[config.mk]
export PLATFORM = sky130hd
export DESIGN_NAME = kernel_scan_gen
export DESIGN_NICKNAME = d
export VERILOG_FILES = /design/src/rtl/kernel_pkg.sv /design/src/rtl/kernel_addr_counter.sv /design/src/rtl/kernel_scan_gen.sv
export SDC_FILE = /design/constraint.sdc
export NUM_CORES = 1
export LEC_CHECK = 0
export ABC_AREA = 1
export CELL_PAD_IN_SITES_DETAIL_PLACEMENT = 0
export CELL_PAD_IN_SITES_GLOBAL_PLACEMENT = 1
export CORE_MARGIN = 1
export CORE_UTILIZATION = 38
export CTS_CLUSTER_SIZE = 14
export DETAILED_ROUTE_END_ITERATION = 8
export PLACE_DENSITY = 0.85
export RECOVER_POWER = 50
export SLEW_MARGIN = 25
export SYNTH_ARGS = -nofsm -noshare
export SYNTH_HDL_FRONTEND = slang
export SYNTH_SLANG_ARGS = --single-unit
export TNS_END_PERCENT = 30
[constraint.sdc]
create_clock -name clk -period 2.3 [get_ports clk]
set_input_delay 0.46 -clock clk [delete_from_list [all_inputs] [get_ports clk]]
set_output_delay 0.46 -clock clk [all_outputs]
set_load 0.1 [all_outputs]
[src/rtl/kernel_pkg.sv]
// Shared state encoding, address width and helpers for the kernel scan generator.
package kernel_pkg;

   localparam int unsigned AddrW = 3;

   typedef enum logic [1:0] {
      StIdle = 2'd0,
      StScan = 2'd1,
      StLast = 2'd2,
      StDone = 2'd3
   } kernel_state_e;

   // With the border skipped, column 7 is never centred so width+1 stays in range.
   function automatic int unsigned eff_width_last(input int unsigned width_last);
      return (width_last < 6) ? width_last : 6;
   endfunction

endpackage

[src/rtl/kernel_addr_counter.sv]
// Width-major column/row counter with wrap; clr reloads (WFirst, 0), adv steps one address.
module kernel_addr_counter
   import kernel_pkg::*;
#(
   parameter int unsigned WFirst = 0,
   parameter int unsigned WLast  = 7,
   parameter int unsigned DLast  = 7
) (
   input  logic             clk,
   input  logic             rst_n,
   input  logic             clr,
   input  logic             adv,
   output logic [AddrW-1:0] width,
   output logic [AddrW-1:0] depth,
   output logic             last
);

   localparam logic [AddrW-1:0] WFirstL = AddrW'(WFirst);
   localparam logic [AddrW-1:0] WLastL  = AddrW'(WLast);
   localparam logic [AddrW-1:0] DLastL  = AddrW'(DLast);

   logic [AddrW-1:0] r_width;
   logic [AddrW-1:0] r_depth;
   logic [AddrW-1:0] w_width_nxt;
   logic [AddrW-1:0] w_depth_nxt;
   logic             w_width_wrap;

   assign w_width_wrap = (r_width == WLastL);

   always_comb begin
      w_width_nxt = r_width;
      w_depth_nxt = r_depth;
      if (clr) begin
         w_width_nxt = WFirstL;
         w_depth_nxt = '0;
      end else if (adv) begin
         if (w_width_wrap) begin
            w_width_nxt = WFirstL;
            w_depth_nxt = (r_depth == DLastL) ? '0 : r_depth + 1'b1;
         end else begin
            w_width_nxt = r_width + 1'b1;
         end
      end
   end

   always_ff @(posedge clk or negedge rst_n) begin
      if (!rst_n) begin
         r_width <= WFirstL;
         r_depth <= '0;
      end else begin
         r_width <= w_width_nxt;
         r_depth <= w_depth_nxt;
      end
   end

   assign width = r_width;
   assign depth = r_depth;
   assign last  = w_width_wrap && (r_depth == DLastL);

endmodule

[src/rtl/kernel_scan_gen.sv]
// Frame address scanner feeding a kernel operator stage with a valid/ready handshake.
// Define KERNEL_SCAN_BORDER_SKIP_EN to skip the left/right border columns.
module kernel_scan_gen
   import kernel_pkg::*;
#(
   parameter int unsigned WIDTH_LAST = 7,
   parameter int unsigned DEPTH_LAST = 7
) (
   input  logic       clk,
   input  logic       rst_n,
   input  logic       start,
   input  logic       abort,
   input  logic       addr_ready,
   output logic [0:2] address_width,
   output logic [0:2] address_depth,
   output logic       addr_valid,
   output logic       kernel_valid,
   output logic       busy,
   output logic       done,
   output logic [7:0] frame_cnt
);

`ifdef KERNEL_SCAN_BORDER_SKIP_EN
   localparam int unsigned WFirst   = 1;
   localparam int unsigned WLastEff = eff_width_last(WIDTH_LAST);
`else
   localparam int unsigned WFirst   = 0;
   localparam int unsigned WLastEff = WIDTH_LAST;
`endif

   kernel_state_e    r_state;
   kernel_state_e    w_state_nxt;
   logic             r_kernel_valid;
   logic [7:0]       r_frame_cnt;
   logic             w_xfer;
   logic             w_clr;
   logic             w_last;
   logic [AddrW-1:0] w_cnt_width;
   logic [AddrW-1:0] w_cnt_depth;

   assign w_xfer = (r_state == StScan) && addr_ready;
   // Clearing on abort (and whenever not scanning) means a new frame always starts at its origin.
   assign w_clr  = (r_state != StScan) || abort;

   kernel_addr_counter #(
      .WFirst (WFirst),
      .WLast  (WLastEff),
      .DLast  (DEPTH_LAST)
   ) u_addr_counter (
      .clk   (clk),
      .rst_n (rst_n),
      .clr   (w_clr),
      .adv   (w_xfer),
      .width (w_cnt_width),
      .depth (w_cnt_depth),
      .last  (w_last)
   );

   always_comb begin
      w_state_nxt = r_state;
      addr_valid  = 1'b0;
      busy        = 1'b0;
      done        = 1'b0;
      unique case (r_state)
         StIdle: begin
            if (start) w_state_nxt = StScan;
         end
         StScan: begin
            addr_valid = 1'b1;
            busy       = 1'b1;
            if (abort) w_state_nxt = StIdle;
            else if (addr_ready && w_last) w_state_nxt = StLast;
         end
         StLast: begin
            busy        = 1'b1;
            w_state_nxt = abort ? StIdle : StDone;
         end
         StDone: begin
            done        = 1'b1;
            w_state_nxt = StIdle;
         end
         default: w_state_nxt = StIdle;
      endcase
   end

   always_ff @(posedge clk or negedge rst_n) begin
      if (!rst_n) begin
         r_state        <= StIdle;
         r_kernel_valid <= 1'b0;
         r_frame_cnt    <= '0;
      end else begin
         r_state        <= w_state_nxt;
         r_kernel_valid <= w_xfer;
         if (r_state == StDone) r_frame_cnt <= r_frame_cnt + 8'd1;
      end
   end

   assign address_width = (r_state == StScan) ? w_cnt_width : '0;
   assign address_depth = (r_state == StScan) ? w_cnt_depth : '0;
   assign kernel_valid  = r_kernel_valid;
   assign frame_cnt     = r_frame_cnt;

endmodule

Figure 1. Wire density map.
Drawn at 8 px/µm. 11 x 11 tiles, from white (low) to dark blue (high), scaled to the fullest tile. Values are wire area over tile area, all layers added.
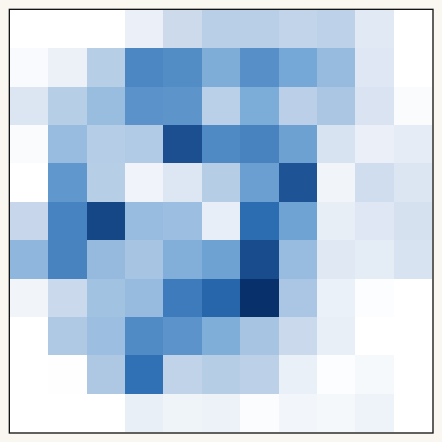
The fullest tile reaches 0.34. The emptiest ninth of the die: south-east. The mean over all tiles is 0.099.

Figure 2. Clock wires, drivers and flops.
Drawn at 8 px/µm.
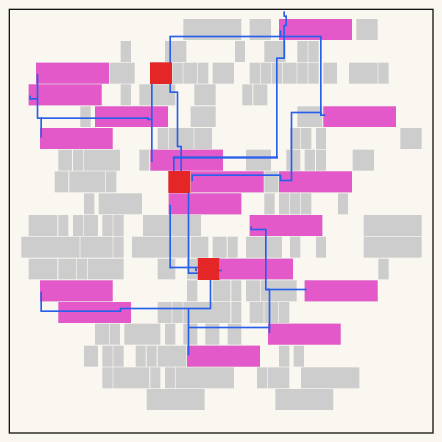
Key: blue = clock wires [length 239 µm]; magenta = flip-flops [count 17]; red = clock drivers [count 3]
There are 4 routed clock nets.

Figure 3. Zoomed window.
Region (11, 1) to (41, 31) µm. Cells in gray, sequential cells in the stronger gray; small squares are vias.
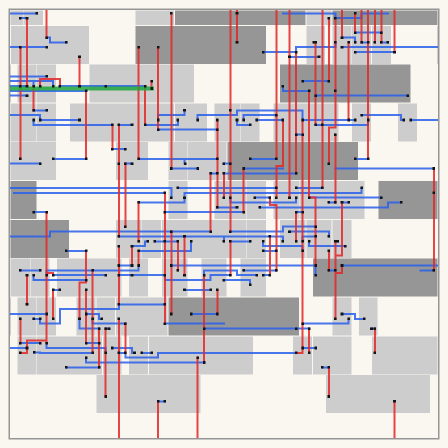
Key: blue = metal 1; green = metal 3; red = metal 2
Netlist names of flops here include u_addr_counter.depth (3). Sequential cells in the window: 5. Most frequent: nand2_1 (15), inv_1 (8). 61 logic cells have their middle in the window.

Figure 4. Logic cells by family.
Drawn at 12 px/µm.
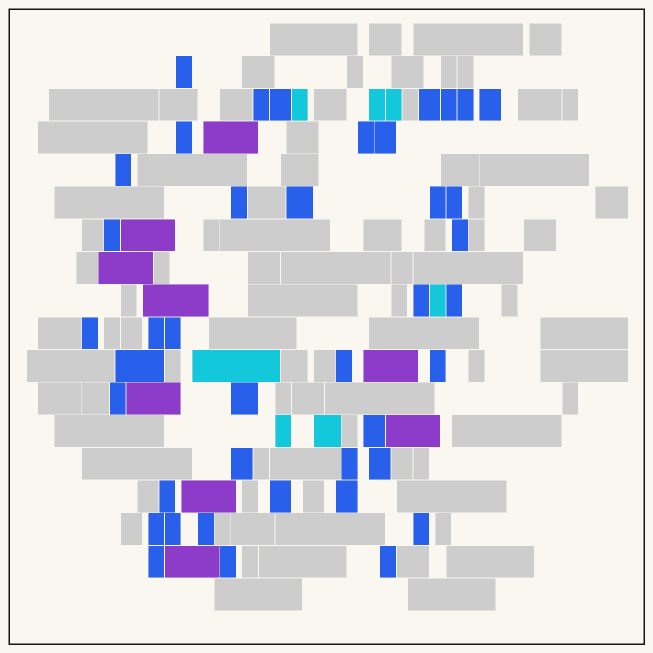
Key: cyan = NOR gates [cells 7, most used nor2_1]; purple = adder and majority cells [cells 9, most used ha_1]; blue = NAND gates [cells 41, most used nand2_1]

==> impl_metrics.ini <==
; synthesis and place-and-route metrics
[yosys]
synth_chip_area_um2 = 980
numSynthFlops = 17
synth-compound-area-share_pct = 6.77
synthTopCellsByArea = dfrtp_1, ha_1, nand2_1
syn_area_per_cell_um2 = 8.52
fa_ha_area_share_pct = 11.5
ys_sh_simple_pct = 23.6
yosys_warnings = 0
yosysMostFrequentCell = nand2_1
top_cells_by_count = nand2_1, inv_1, dfrtp_1
top_area_share_pct = 43.4
synth_cell_types = 21
ys_seq_share_pct = 43.4
synth.largest_area_cell = dfrtp_1
ys_top_logic_family = simple AND/OR/NAND/NOR gates
synthArstFlopShare_pct = 100
synth_area_um2 = 980

[clock_tree]
clock_latency_ps = 290
holdBufCountCts = 0
cts_setup_buffers = 0
cts_resized = 0
cts_made_buffers = 3
cts_tree = yes
clk_transition_reported_paths_ps = 100
ctsHtreeMaxLevel = 1

[layout]
sh_seq_area_pct = 32.1
final-instance-count-excl-fill = 171
diodes = 0
logic_area_um2 = 454
largest_register_ffs = 8
seq_cells = 17
lay_top_cells = nand2_1, inv_1, dfrtp_1
fin_nets = 156
drive_gt1_share_pct = 22.0
nonClkBufAreaFrac_pct = 21.7
inv_count = 23
area_delta_synth_final_pct = 35.1
sh_comb_area_pct = 34.3
final_util_pct = 53.9
n_clock_buffer = 4
mostFrequentLayoutCell = nand2_1

[pwr]
power.switching_w = 0.00106
swShare_pct = 56.9
comb_cell_power_w = 0.00125
maxPowerGroup = combinational cells
power_frac_seq_pct = 23.7
p_int_w = 0.000801
powerDensity_nw_per_um2 = 1400
cellLeakagePower_nw = 0.713
max-vdd-ir-drop_mv = 1.63

[route]
first_pass_iters = 5
drt-wirelength-per-cell_um = 10.4
drc = 0
postRouteAntennaNets = 0
wl_met1_um = 854
drt-total-wl_mm = 1.78
dr_wl_met2_um = 862
dr.first_iter.drc_count = 9

[worst_setup_path]
r2r_cells = 6
worstSetupEndpoint = address_width[2]
cp-start-kind = flip-flop
cp_slowest_stage_delay_ps = 420
worst-path-stages = 5
crit_type = flip-flop to primary output
crit_required_ps = 1840
cp.arrival_ps = 1540
setup.reg_to_reg.worst_slack_ps = 820
crit_path_start = r_state[1]
crit_fanout = 10
cp-end-kind = primary output

[floorplan]
initial_utilization_pct = 39.9
nWellTaps = 30

[sta]
totalNegativeSetupSlack_ps = 0
max_freq_ghz = 0.501
fin_hold_ws_ps = 524

[placed_design]
dp_hpwl_mm = 1.39
placed_area_um2 = 1310
dpl.cell_count = 167

[global_route]
grt_use_total_pct = 15.5
grt_util_met2_pct = 23.2
use_met1_pct = 20.2
gr-usage-met3_pct = 3.48

[hold_path]
hold_depth = 1
worstHoldStart = frame_cnt[5]
hold-path-endpoint = frame_cnt[5]

[flow_run]
maxCapViolCount = 0
warnings = 30

[outcome]
outcome = finished clean
